run_1/clock_map.png
Scale: 4 px per um.
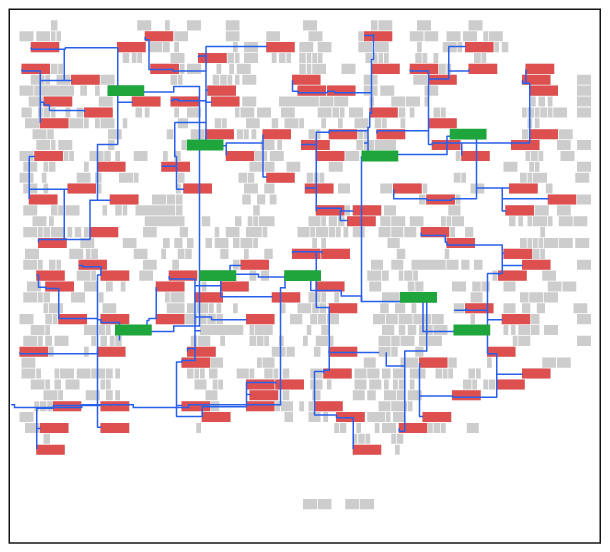
run_1/pdn.png
Scale: 3 px per um. Pins as bars on the die edge.
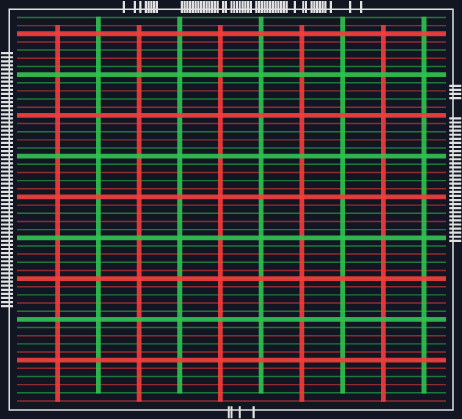
run_1/density.png
Scale: 2 px per um. 15 x 13 tiles, from white (low) to dark blue (high), 0 to 100% covered.
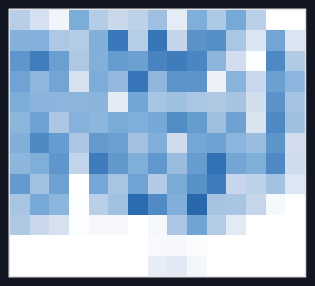
--- src/rtl/sd_fifo_sequencer_pkg.sv ---
// Shared definitions for the SD-side FIFO sequencer: default sizes, FSM state
// encoding and a counter-width helper.
package sd_fifo_sequencer_pkg;

  localparam int SD_DATA_W          = 32;
  localparam int SD_WORDS_PER_BLOCK = 128;  // 512-byte block of 32-bit words
  localparam int SD_BLK_CNT_W       = 16;

  typedef enum logic [2:0] {
    ST_IDLE     = 3'd0,
    ST_TX_FETCH = 3'd1,
    ST_TX_LOAD  = 3'd2,
    ST_TX_SEND  = 3'd3,
    ST_RX_RECV  = 3'd4,
    ST_FINISH   = 3'd5
  } seq_state_e;

  // Width of a counter that spans 0..n-1, never narrower than one bit.
  function automatic int cnt_width(input int n);
    return (n > 1) ? $clog2(n) : 1;
  endfunction

endpackage

--- src/rtl/sd_fifo_sequencer_block_counter.sv ---
// Word-within-block and block counters for SD data transfers. Flags the last
// word of a block and the last block of the requested transfer.
module sd_block_counter
  import sd_fifo_sequencer_pkg::*;
#(
  parameter int WORDS_PER_BLOCK = SD_WORDS_PER_BLOCK,
  parameter int BLK_CNT_W       = SD_BLK_CNT_W
) (
  input  logic                 clk_i,
  input  logic                 reset_i,
  input  logic                 clear_i,
  input  logic                 inc_i,
  input  logic [BLK_CNT_W-1:0] target_i,
  output logic                 last_word_o,
  output logic                 last_block_o
);

  localparam int WCNT_W = cnt_width(WORDS_PER_BLOCK);

  logic [WCNT_W-1:0]    word_q, word_d;
  logic [BLK_CNT_W-1:0] blk_q, blk_d;

  assign last_word_o  = (word_q == WCNT_W'(WORDS_PER_BLOCK - 1));
  assign last_block_o = (blk_q == target_i - BLK_CNT_W'(1));

  // NOTE: combinational next-state logic uses blocking assignments and gives
  // every output a default first, so no latch can be inferred.
  always_comb begin
    word_d = word_q;
    blk_d  = blk_q;
    if (clear_i) begin
      word_d = '0;
      blk_d  = '0;
    end else if (inc_i) begin
      if (last_word_o) begin
        word_d = '0;
        blk_d  = blk_q + BLK_CNT_W'(1);
      end else begin
        word_d = word_q + WCNT_W'(1);
      end
    end
  end

  // NOTE: sequential state uses non-blocking assignments only.
  always_ff @(posedge clk_i) begin
    if (reset_i) begin
      word_q <= '0;
      blk_q  <= '0;
    end else begin
      word_q <= word_d;
      blk_q  <= blk_d;
    end
  end

endmodule

--- src/rtl/sd_fifo_sequencer.sv ---
// SD-clock-domain sequencer moving whole blocks between the TX/RX FIFOs and the
// SD data PHY word interface; reports busy, done and sticky overrun error.
module sd_fifo_sequencer
  import sd_fifo_sequencer_pkg::*;
#(
  parameter int WORDS_PER_BLOCK = SD_WORDS_PER_BLOCK,
  parameter int BLK_CNT_W       = SD_BLK_CNT_W,
  parameter int DATA_W          = SD_DATA_W
) (
  input  logic                 sd_clock,
  input  logic                 reset,
  input  logic                 start_tx,
  input  logic                 start_rx,
  input  logic [BLK_CNT_W-1:0] num_blocks,
  input  logic [DATA_W-1:0]    tx_fifo_q,
  input  logic                 tx_fifo_empty,
  output logic                 tx_fifo_rd_en,
  output logic [DATA_W-1:0]    phy_tx_data,
  output logic                 phy_tx_valid,
  input  logic                 phy_tx_ready,
  input  logic [DATA_W-1:0]    phy_rx_data,
  input  logic                 phy_rx_valid,
  output logic [DATA_W-1:0]    rx_fifo_data,
  output logic                 rx_fifo_wr_en,
  input  logic                 rx_fifo_full,
  output logic                 busy,
  output logic                 done,
  output logic                 error
);

  seq_state_e           state_q;
  logic [BLK_CNT_W-1:0] num_blocks_q;
  logic [DATA_W-1:0]    phy_tx_data_q;
  logic                 phy_tx_valid_q;
  logic [DATA_W-1:0]    rx_fifo_data_q;
  logic                 rx_fifo_wr_en_q;
  logic                 busy_q;
  logic                 done_q;
  logic                 error_q;

  logic start_accept;
  logic tx_handshake;
  logic rx_take;
  logic last_word;
  logic last_block;
  logic last_xfer;

  assign start_accept = (state_q == ST_IDLE) && (start_tx || start_rx);
  assign tx_handshake = (state_q == ST_TX_SEND) && phy_tx_valid_q && phy_tx_ready;
  assign rx_take      = (state_q == ST_RX_RECV) && phy_rx_valid && !rx_fifo_full;
  assign last_xfer    = last_word && last_block;

  // The FIFO returns data one cycle after the enable, so the enable is decoded
  // straight from the FETCH state; that lets LOAD capture valid read data.
  assign tx_fifo_rd_en = (state_q == ST_TX_FETCH) && !tx_fifo_empty;

  sd_block_counter #(
    .WORDS_PER_BLOCK (WORDS_PER_BLOCK),
    .BLK_CNT_W       (BLK_CNT_W)
  ) u_block_counter (
    .clk_i        (sd_clock),
    .reset_i      (reset),
    .clear_i      (start_accept),
    .inc_i        (tx_handshake || rx_take),
    .target_i     (num_blocks_q),
    .last_word_o  (last_word),
    .last_block_o (last_block)
  );

  always_ff @(posedge sd_clock) begin
    if (reset) begin
      // NOTE: data registers are reset too, so every output reads 0 after an
      // aborted transfer rather than showing a stale word.
      state_q         <= ST_IDLE;
      num_blocks_q    <= '0;
      phy_tx_data_q   <= '0;
      phy_tx_valid_q  <= 1'b0;
      rx_fifo_data_q  <= '0;
      rx_fifo_wr_en_q <= 1'b0;
      busy_q          <= 1'b0;
      done_q          <= 1'b0;
      error_q         <= 1'b0;
    end else begin
      done_q          <= 1'b0;
      rx_fifo_wr_en_q <= 1'b0;
      case (state_q)
        ST_IDLE: begin
          if (start_tx || start_rx) begin
            num_blocks_q <= num_blocks;
            error_q      <= 1'b0;
            busy_q       <= 1'b1;
            if (num_blocks == '0)
              state_q <= ST_FINISH;
            else if (start_tx)
              state_q <= ST_TX_FETCH;
            else
              state_q <= ST_RX_RECV;
          end
        end
        ST_TX_FETCH: begin
          if (!tx_fifo_empty)
            state_q <= ST_TX_LOAD;
        end
        ST_TX_LOAD: begin
          phy_tx_data_q  <= tx_fifo_q;
          phy_tx_valid_q <= 1'b1;
          state_q        <= ST_TX_SEND;
        end
        ST_TX_SEND: begin
          if (tx_handshake) begin
            phy_tx_valid_q <= 1'b0;
            state_q        <= last_xfer ? ST_FINISH : ST_TX_FETCH;
          end
        end
        ST_RX_RECV: begin
          if (phy_rx_valid) begin
            if (!rx_fifo_full) begin
              rx_fifo_data_q  <= phy_rx_data;
              rx_fifo_wr_en_q <= 1'b1;
              if (last_xfer)
                state_q <= ST_FINISH;
            end else begin
              // Overrun: the word is lost, so the whole transfer is aborted.
              error_q <= 1'b1;
              state_q <= ST_FINISH;
            end
          end
        end
        ST_FINISH: begin
          done_q  <= 1'b1;
          busy_q  <= 1'b0;
          state_q <= ST_IDLE;
        end
        default: state_q <= ST_IDLE;
      endcase
    end
  end

  assign phy_tx_data   = phy_tx_data_q;
  assign phy_tx_valid  = phy_tx_valid_q;
  assign rx_fifo_data  = rx_fifo_data_q;
  assign rx_fifo_wr_en = rx_fifo_wr_en_q;
  assign busy          = busy_q;
  assign done          = done_q;
  assign error         = error_q;

endmodule

--- config.mk ---
export PLATFORM = sky130hd
export DESIGN_NAME = sd_fifo_sequencer
export DESIGN_NICKNAME = d
export VERILOG_FILES = /design/src/rtl/sd_fifo_sequencer_pkg.sv /design/src/rtl/sd_fifo_sequencer_block_counter.sv /design/src/rtl/sd_fifo_sequencer.sv
export SDC_FILE = /design/constraint.sdc
export NUM_CORES = 1
export LEC_CHECK = 0
export CAP_MARGIN = 25
export CELL_PAD_IN_SITES_DETAIL_PLACEMENT = 0
export CELL_PAD_IN_SITES_GLOBAL_PLACEMENT = 2
export CORE_ASPECT_RATIO = 0.9
export CORE_MARGIN = 2
export CORE_UTILIZATION = 26
export DETAILED_ROUTE_END_ITERATION = 8
export GPL_ROUTABILITY_DRIVEN = 1
export GPL_TIMING_DRIVEN = 0
export PLACE_DENSITY = 0.81
export REMOVE_ABC_BUFFERS = 1
export SYNTH_ARGS = -nofsm -noshare
export SYNTH_HDL_FRONTEND = slang
export SYNTH_HIERARCHICAL = 1
export SYNTH_SLANG_ARGS = --single-unit
--- constraint.sdc ---
create_clock -name sd_clock -period 3.4 [get_ports sd_clock]
set_clock_uncertainty 0.2 [all_clocks]
set_input_delay 0.51 -clock sd_clock [delete_from_list [all_inputs] [get_ports sd_clock]]
set_output_delay 0.51 -clock sd_clock [all_outputs]
set_load 0.005 [all_outputs]
==> ds_physical_params.txt, run 1 <==
Table: implementation figures

Parameter                              Value

Min path
  Class of the tightest hold or removal check    flop to flop
  WHS Endpoint    phy_tx_data[13]

Clock tree
  Number of hold buffers added after cts    0
  Total number of H-tree levels    3
  Clock buffer count from CTS    9
  Clock tree from TritonCTS    built
  Num Clock Sinks    111

Finish
  Most frequent cells in the layout    nand2_1, clkdlybuf4s50_1, dfxtp_1, a21oi_1, nor2_1
  Share of post-route cells with drive strength above 1    approximately 7.7%
  Number of cells in the finished layout apart from fillers    roughly 980
  Dominant logic cell type in the layout    nand2_1
  Number of antenna diodes    0

Logic synthesis
  Number of instances in the synthesized netlist    ~590
  Share of synthesized registers carrying an async set or reset    0%
  Top cells by area    dfxtp_1, nand2_1, a21oi_1
  Sequential cell area fraction in the yosys report    approximately 46%
  Number of library cell types mapped by synthesis    between 40 and 50
  Yosys-reported design area after synthesis    4810 um^2
  Main synth FF type    dfxtp_1
  Total number of yosys warnings    6
  FF+latch count, synth    111
  Top area contributor share    a little under half
  Yosys cell count    591

Power and ir drop
  Sequential group power    around 1.6 mW
  Switching part of the total power    about a third
  Areal power density over the cells    roughly 580 nW/um^2
  Combinational power share    about 33%
  Static leakage power    2.31 nW

Final timing
  Transition time at the pin with the least slew margin    around 0.64 ns
  Min Hold Slack    about 0.25 ns
  Headroom to the max-slew limit    approximately 58%
  Final-report setup violation count    0
  Setup repair after global routing missed its margin    no

Floorplan
  Die Area    about 20000 um^2
  Num ports    between 150 and 200

Critical path
  Critical path buffer and inverter count    1
  Critical path data required time    about 3.4 ns
  Data arrival, critical path    roughly 3.1 ns
  Ordered list of cells on the worst path    inv_1 -> ha_1 -> or2b_4 -> nor4_1 -> xnor2_1 -> nor4_1 -> nand4_1 -> nor4_2 -> a21oi_1 -> nand3_1 -> o311a_1 -> a31oi_1
  Worst setup startpoint    num_blocks_q[0]
  Internal reg-to-reg setup slack    about 0.32 ns
  Crit end category    flop
  Setup crit start kind    flop
  Critical register-to-register path endpoint    state_q[0]
  Maximum net fanout on the critical path    4
  Crit path kind    flop to flop
  Worst Reg2Reg Path Length in Cells    12
  Stages on the worst setup path    12

Global routing
  Pin count of the biggest net entering global routing    around 64
  Met3 Resource Use GR    5.90%
  Grt peak-use layer    met2

Status
  Status    finished clean

Routing
  Total Routed Length    13700 um
  Met2 wire length    between 6000 and 7000 um
  Total via count after detailed routing    approximately 4400
  Met1 WL    about 6300 um
  Initial DRC count    164

Run
  Count of max-cap constraint violations    0

Place
  Cell total after placement    between 900 and 1000
  Total of buffers placed on input and output ports    ~160
  Area after detailed placement    ~6600 um^2
  Pre-CTS WS    -0.853 ns
Back to the opening pictures, clock_map.png:
Red marks flip-flops, count 111. Green marks cells driving clock nets, count 9. Blue marks clock wires, length 1510 um.
There are 10 routed clock nets.
Worst-Skew Late Latency: 0.35 ns
Clock Power Share: 26.9%
Clock Power: 1.07 mW

Back to the opening pictures, pdn.png:
Green marks VDD. Red marks VSS.
48 met1 rails follow the rows. 158 signal pins sit on the boundary. 10 straps on met4. The core has 47 rows. 9 straps on met5.
Worst VDD drop: 0.000297 V
area of the core region: 18300 um^2
die span in x: 147 um

Back to the opening pictures, density.png:
The emptiest ninth of the die: bottom right. The mean over all tiles is 34%. 1.0% of the tiles are over 75% full.
starting utilization of the core area: 26.3%
end-of-flow core utilization: 38.0%

==> run 1: state kept, by name, indices dropped and copies added, names as in the netlist <==
| register | count |
|---|---|
| u_block_counter/blk_q | 16 |
| done | 1 |
| num_blocks_q | 16 |
| state_q | 3 |
| phy_tx_data | 32 |
| rx_fifo_data | 32 |
| error | 1 |
| busy | 1 |
| u_block_counter/word_q | 7 |
| phy_tx_valid | 1 |
| rx_fifo_wr_en | 1 |
==> run 1: logic make-up (layout without fill, tap and decap cells) <==
group                    count (synthesis)  in the layout  share of synthesized area (%)
flip-flops                             111            111                           46.2
buffers and inverters                   44            189                           4.45
XOR/XNOR                                41             41                           7.46
adder cells (fa/ha/maj)                  3              3                          0.780
AND-OR/OR-AND                          106            106                           12.4
AND/OR/NAND/NOR                        278            278                           27.1
multiplexers                             8              8                           1.66
==> run 1: Yosys cell counts, types with 9 or more instances <==
cell type and count:
nand4_1 9, buf_2 10, nand2_1 167, inv_1 9, nor4_1 9, nor2_1 32, dfxtp_1 111, nor3_1 10
nand3_1 10, xor2_1 18, xnor2_1 23, clkbuf_1 21, a21oi_1 80
==> run 1: final cells by class <==
class                      count  area, um^2
clock inverter                 7        71.3
sequential                   111        2220
clock buffer                   9         225
timing repair buffer         163        1700
inverter                      10        42.5
multi-input combinational    436        2380
tap                          245         307
fill                        1846       11300
==> run 1: timing repair <==
| item | in CTS | in global routing |
|---|---|---|
| endpoints found under the setup margin | 13 | 6 |
| pin swaps | 1 | 0 |
| gates resized | 0 | 1 |
| setup buffers | 1 | 0 |
==> run 1: tightest hold or removal path, stage by stage (launching register included) <==
cell	delay, ns
dfxtp_1	0.31
nand2_1	0.05
a21oi_1	0.05
## Run 2: what changed since run 1
--- a/config.mk
+++ b/config.mk
@@ -11,6 +11,7 @@
 export CORE_ASPECT_RATIO = 0.9
 export CORE_MARGIN = 2
 export CORE_UTILIZATION = 26
+export CTS_BUF_LIST = sky130_fd_sc_hd__clkbuf_4 sky130_fd_sc_hd__clkbuf_8 sky130_fd_sc_hd__clkbuf_16
 export DETAILED_ROUTE_END_ITERATION = 8
 export GPL_ROUTABILITY_DRIVEN = 1
 export GPL_TIMING_DRIVEN = 0
==> run 2 against run 1 <==
Routed wire length unchanged. Combinational power about the same. Highest routed layer unchanged. Utilization unchanged. Largest power group unchanged. Via count unchanged. Worst setup slack unchanged. Clock power about the same. Synthesized cell count unchanged.
==> ds_physical_params.txt, run 2 <==
Table: implementation figures

Parameter                              Value

Routing
  Initial DRC count    between 150 and 200
  Total Routed Length    around 14000 um
  Total via count after detailed routing    roughly 4400

Finish
  Gate Area    2380 um^2
  Number of fill cells in the layout    ~1800
  End-of-flow core utilization    38.0%
  Most frequent cells in the layout    nand2_1, clkdlybuf4s50_1, dfxtp_1, a21oi_1, nor2_1
  Share of post-route cells with drive strength above 1    7.74%
  Number of antenna diodes    0
  Sequential standard cell area    2220 um^2

Power and ir drop
  Static leakage power    2.31 nW
  Worst VDD drop    slightly below 0.0003 V
  Areal power density over the cells    576 nW/um^2

Final timing
  Transition time at the pin with the least slew margin    0.635 ns
  Final-report setup violation count    0
  Setup repair after global routing missed its margin    no
  Min Hold Slack    between 0.2 and 0.3 ns

Logic synthesis
  Share of synthesized registers carrying an async set or reset    0%
  Number of library cell types mapped by synthesis    47
  Top cell type by instance count after synthesis    nand2_1
  Total number of yosys warnings    6
  Main synth FF type    dfxtp_1
  Number of instances in the synthesized netlist    591
  Sequential cell area fraction in the yosys report    46.2%
  FF+latch count, synth    roughly 110
  Yosys cell count    591
  Top cells by area    dfxtp_1, nand2_1, a21oi_1
  Yosys-reported design area after synthesis    ~4800 um^2

Critical path
  Crit end category    flop
  Internal reg-to-reg setup slack    approximately 0.32 ns
  Worst setup startpoint    num_blocks_q[0]
  Data arrival, critical path    about 3.1 ns
  Ordered list of cells on the worst path    inv_1 -> ha_1 -> or2b_4 -> nor4_1 -> xnor2_1 -> nor4_1 -> nand4_1 -> nor4_2 -> a21oi_1 -> nand3_1 -> o311a_1 -> a31oi_1
  Critical register-to-register path endpoint    state_q[0]
  Critical path data required time    3.43 ns

Global routing
  Pin count of the biggest net entering global routing    roughly 64

Floorplan
  Num ports    between 150 and 200
  Die Area    slightly below 20000 um^2
  Area of the core region    between 15000 and 20000 um^2
  Starting utilization of the core area    a little over a quarter

Place
  Pre-CTS WS    -0.853 ns
  Cell total after placement    just under 1000

Clock tree
  Clock buffer count from CTS    9
  Clock tree from TritonCTS    built
  Worst-Skew Late Latency    roughly 0.35 ns
  Total number of H-tree levels    3

Min path
  Class of the tightest hold or removal check    flop to flop
  WHS Endpoint    phy_tx_data[13]

Run
  Count of max-cap constraint violations    0

Status
  Status    finished clean
-- run 2: cell counts after synthesis --
Identical to the previous run, type by type.
-- run 2: layout make-up --
type                       count  area share [%]
clock buffer                   9            3.24
clock inverter                 7            1.03
inverter                      10           0.612
multi-input combinational    436            34.2
sequential                   111            32.0
tap                          245            4.41
timing repair buffer         163            24.5
-- run 2: worst max-delay path, delay by kind of cell, from the launching register on --
kind                       cells  cell delay [ns]
DFF                            1             0.35
adders and majority gates      1             0.19
and+or+nand+nor                6             1.59
buffers and inverters          1             0.07
xor gates and xnor gates       1             0.10
AOI/OAI and AO/OA              3             0.45
-- run 2: kinds of logic after synthesis --
| logic type | synth area share [%] |
|---|---|
| buffers and inverters | 4.45 |
| multiplexers | 1.66 |
| AND/OR/NAND/NOR | 27.1 |
| AND-OR/OR-AND | 12.4 |
| flip-flops | 46.2 |
| adder cells (fa/ha/maj) | 0.780 |
| XOR/XNOR | 7.46 |
-- run 2: power by group --
group | leakage [nW] | switching [mW] | internal [mW]
clock network | 0.138 | 0.502 | 0.572
logic | 1.28 | 0.665 | 0.645
registers | 0.899 | 0.172 | 1.44
total | 2.31 | 1.34 | 2.66
-- run 2: repair_timing --
item,4_1_cts,5_1_grt
setup endpoints to repair,13,6
pin swaps,1,0
resized,0,1
gates cloned,0,0
setup buffers,1,0
endpoints found under the hold margin,0,0
hold buffers,0,0
-- run 2: layer usage --
| metal | wire [um] | track usage (%) | part of all wire [%] | vias to the layer above |
|---|---|---|---|---|
| li1 | - | - | - | 2257 |
| met1 | 6250 | 17.7 | 46 | 2054 |
| met2 | 6190 | 22.5 | 45 | 125 |
| met3 | 1150 | 5.90 | 8.4 | 8 |
| met4 | 125 | 3.74 | 0.91 | 0 |
| met5 | 0 | 0 | 0 | - |
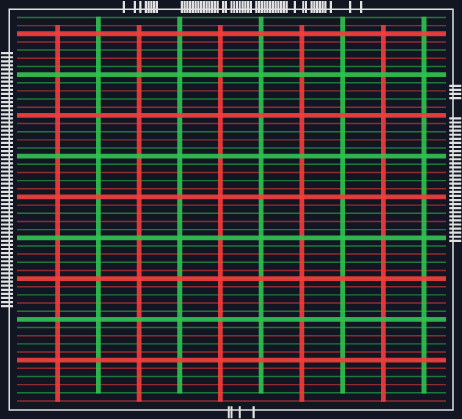
run_2/pdn.png
Scale: 3 px per um. Pins as bars on the die edge.
Green marks VDD. Red marks VSS.
The core has 47 rows. 48 met1 rails follow the rows. 9 straps on met5. 158 signal pins sit on the boundary. 10 straps on met4.
vertical die dimension: 133 um

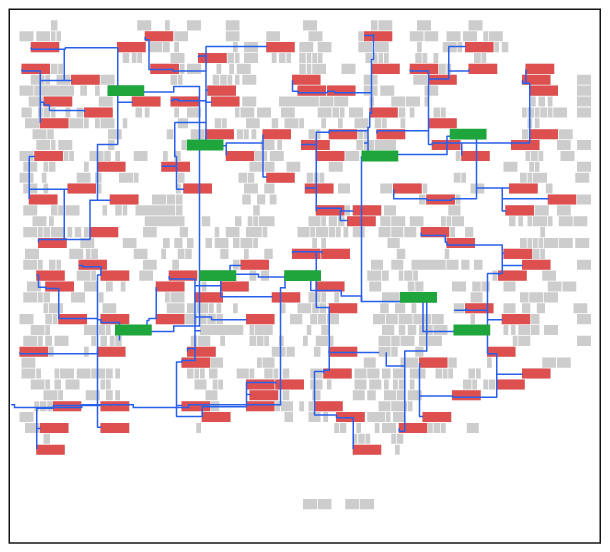
run_2/clock_map.png
Scale: 4 px per um.
Red marks flip-flops, count 111. Blue marks clock wires, length 1510 um. Green marks cells driving clock nets, count 9.
Position of the flops: all over the die.

## Run 3: what changed since run 2
--- a/config.mk
+++ b/config.mk
@@ -14,7 +14,6 @@
 export CTS_BUF_LIST = sky130_fd_sc_hd__clkbuf_4 sky130_fd_sc_hd__clkbuf_8 sky130_fd_sc_hd__clkbuf_16
 export DETAILED_ROUTE_END_ITERATION = 8
 export GPL_ROUTABILITY_DRIVEN = 1
-export GPL_TIMING_DRIVEN = 0
 export PLACE_DENSITY = 0.81
 export REMOVE_ABC_BUFFERS = 1
 export SYNTH_ARGS = -nofsm -noshare
==> run 3 against run 2 <==
Global-route usage up 0.17 points. Final cell count grew 0.31%. Design area decreased by 0.22%. Sequential cell count unchanged. Synthesized cell count is the same. Utilization decreased by 0.082 points. Area after synthesis unchanged. Combinational power hardly changed. Maximum frequency decreased by 1.4%. Register-to-register slack got worse by 0.04 ns. Total power increased by 2.2%. Critical endpoint unchanged. Largest power group unchanged.
==> ds_physical_params.txt, run 3 <==
Table: implementation figures

Parameter                              Value

Logic synthesis
  Top cell type by instance count after synthesis    nand2_1
  Total number of yosys warnings    6
  Post-synth top cells    nand2_1, dfxtp_1, a21oi_1
  Top area contributor share    around 46%
  Top cells by area    dfxtp_1, nand2_1, a21oi_1
  Sequential cell area fraction in the yosys report    ~46%
  FF+latch count, synth    roughly 110
  Yosys-reported design area after synthesis    just under 5000 um^2
  Main synth FF type    dfxtp_1
  Number of instances in the synthesized netlist    591
  Yosys cell count    between 500 and 600
  Share of synthesized registers carrying an async set or reset    0%

Status
  Status    finished clean

Place
  Total of buffers placed on input and output ports    roughly 160
  Area after detailed placement    between 6000 and 7000 um^2
  Pre-CTS WS    0.221 ns
  Cell total after placement    968

Critical path
  Stages on the worst setup path    12
  Worst Reg2Reg Path Length in Cells    12
  Crit path kind    flop to flop
  Critical path buffer and inverter count    1
  Data arrival, critical path    ~3.1 ns
  Ordered list of cells on the worst path    inv_1 -> ha_1 -> or2b_4 -> nor4_1 -> xnor2_1 -> nor4_1 -> nand4_1 -> nor4_4 -> a21oi_1 -> nand3_1 -> o311a_1 -> a31oi_1
  Setup crit start kind    flop
  Critical path data required time    ~3.4 ns
  Maximum net fanout on the critical path    4
  Worst path top cell family by delay    simple AND/OR/NAND/NOR gates
  Crit end category    flop

Floorplan
  Starting utilization of the core area    approximately a quarter
  Vertical die dimension    between 100 and 150 um
  Area of the core region    about 18000 um^2
  Num ports    roughly 160
  Die span in x    147 um

Power and ir drop
  Design Power    approximately 4.1 mW
  Worst VDD drop    just under 0.0003 V
  Areal power density over the cells    between 500 and 600 nW/um^2
  Static leakage power    ~2.3 nW

Clock tree
  Clock buffer count from CTS    9
  Clock tree from TritonCTS    built
  Num Clock Sinks    around 110
  Post-CTS sizing    0
  Number of hold buffers added after cts    0
  Post-CTS Setup Repair Bufs    0
  Total number of H-tree levels    3
  Worst-Skew Late Latency    between 0.3 and 0.4 ns

Global routing
  Pin count of the biggest net entering global routing    around 68

Finish
  Dominant logic cell type in the layout    nand2_1
  Number of cells in the finished layout apart from fillers    approximately 1000
  Number of fill cells in the layout    around 1900
  Most frequent cells in the layout    nand2_1, clkdlybuf4s50_1, dfxtp_1, a21oi_1, nor2_1
  Gate Area    approximately 2400 um^2
  Sequential standard cell area    about 2200 um^2
  Number of antenna diodes    0
  Share of post-route cells with drive strength above 1    just over 8%

Routing
  Total Routed Length    around 14000 um
  Initial DRC count    ~200
  Total via count after detailed routing    around 4500

Min path
  Class of the tightest hold or removal check    flop to flop

Final timing
  Transition time at the pin with the least slew margin    between 0.5 and 0.6 ns
  Min Hold Slack    ~0.25 ns
  Setup repair after global routing missed its margin    no
  Headroom to the max-slew limit    roughly three fifths
  Final-report setup violation count    0

Run
  Count of max-cap constraint violations    0
run 3: worst paths after layout:
| kind | startpoint | endpoint | slack (ns) |
|---|---|---|---|
| worst max-delay path | num_blocks_q[0] | state_q[0] | 0.28 |
| worst min-delay path | phy_tx_data[8] | phy_tx_data[8] | 0.25 |
| worst max register to register | num_blocks_q[0] | state_q[0] | 0.28 |
| worst min register to register | phy_tx_data[8] | phy_tx_data[8] | 0.25 |
run 3: power breakdown:
part | total, mW | leakage, nW | switching (mW) | internal (mW)
registers | 1.59 | 0.899 | 0.147 | 1.44
logic | 1.33 | 1.27 | 0.697 | 0.635
clock network | 1.17 | 0.159 | 0.490 | 0.675
total | 4.09 | 2.32 | 1.33 | 2.75
run 3: cell type report:
type / instances / share of cell area (%)
flip-flops and latches: 111 / 32.1
clock inverters: 5 / 1.17
clock buffers: 11 / 3.56
well taps: 245 / 4.42
repair buffers: 166 / 23.8
inverters: 10 / 0.614
multi-input cells: 436 / 34.4
run 3: kinds of logic after synthesis:
group / count (synthesis) / synth area share, %
simple gates: 278 / 27.1
flops: 111 / 46.2
compound gates: 106 / 12.4
buf+inv: 44 / 4.45
xor+xnor: 41 / 7.46
mux: 8 / 1.66
fa+ha+maj: 3 / 0.780
run 3: worst reg2reg max path, stage by stage, from the launching register on:
cell,delay [ns]
dfxtp_1,0.35
inv_1,0.07
ha_1,0.19
or2b_4,0.31
nor4_1,0.26
xnor2_1,0.11
nor4_1,0.33
nand4_1,0.20
nor4_4,0.40
a21oi_1,0.15
nand3_1,0.13
o311a_1,0.21
a31oi_1,0.10
run 3: metal layers:
metal,vias to the layer above,global-route usage (%),wire (um)
li1,2248,-,-
met1,2080,17.9,6190
met2,144,22.4,6210
met3,15,6.38,1370
met4,2,3.95,197
met5,-,0,12
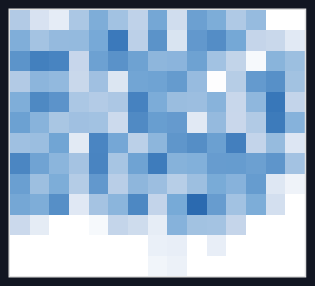
run_3/density.png
Scale: 2 px per um. 15 x 13 tiles, from white (low) to dark blue (high), 0 to 100% covered.
The fullest tile reaches 77%. 0.50% of the tiles are over 75% full. The mean over all tiles is 34%. 17% of the tiles are nearly empty.
end-of-flow core utilization: 37.9%

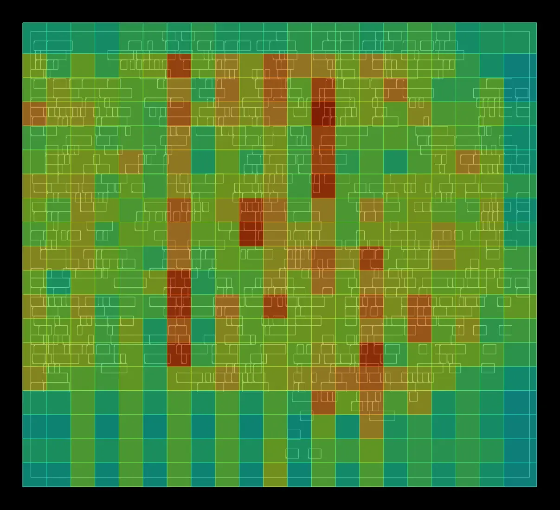
run_3/final_congestion.png
grt peak-use layer: met2
Global Route met1 Usage: 17.9%
GRT met2 Usage: 22.4%
average wire per standard cell: 14.2 um

Power figures rest on the tool's default switching activity, not on a simulated workload.
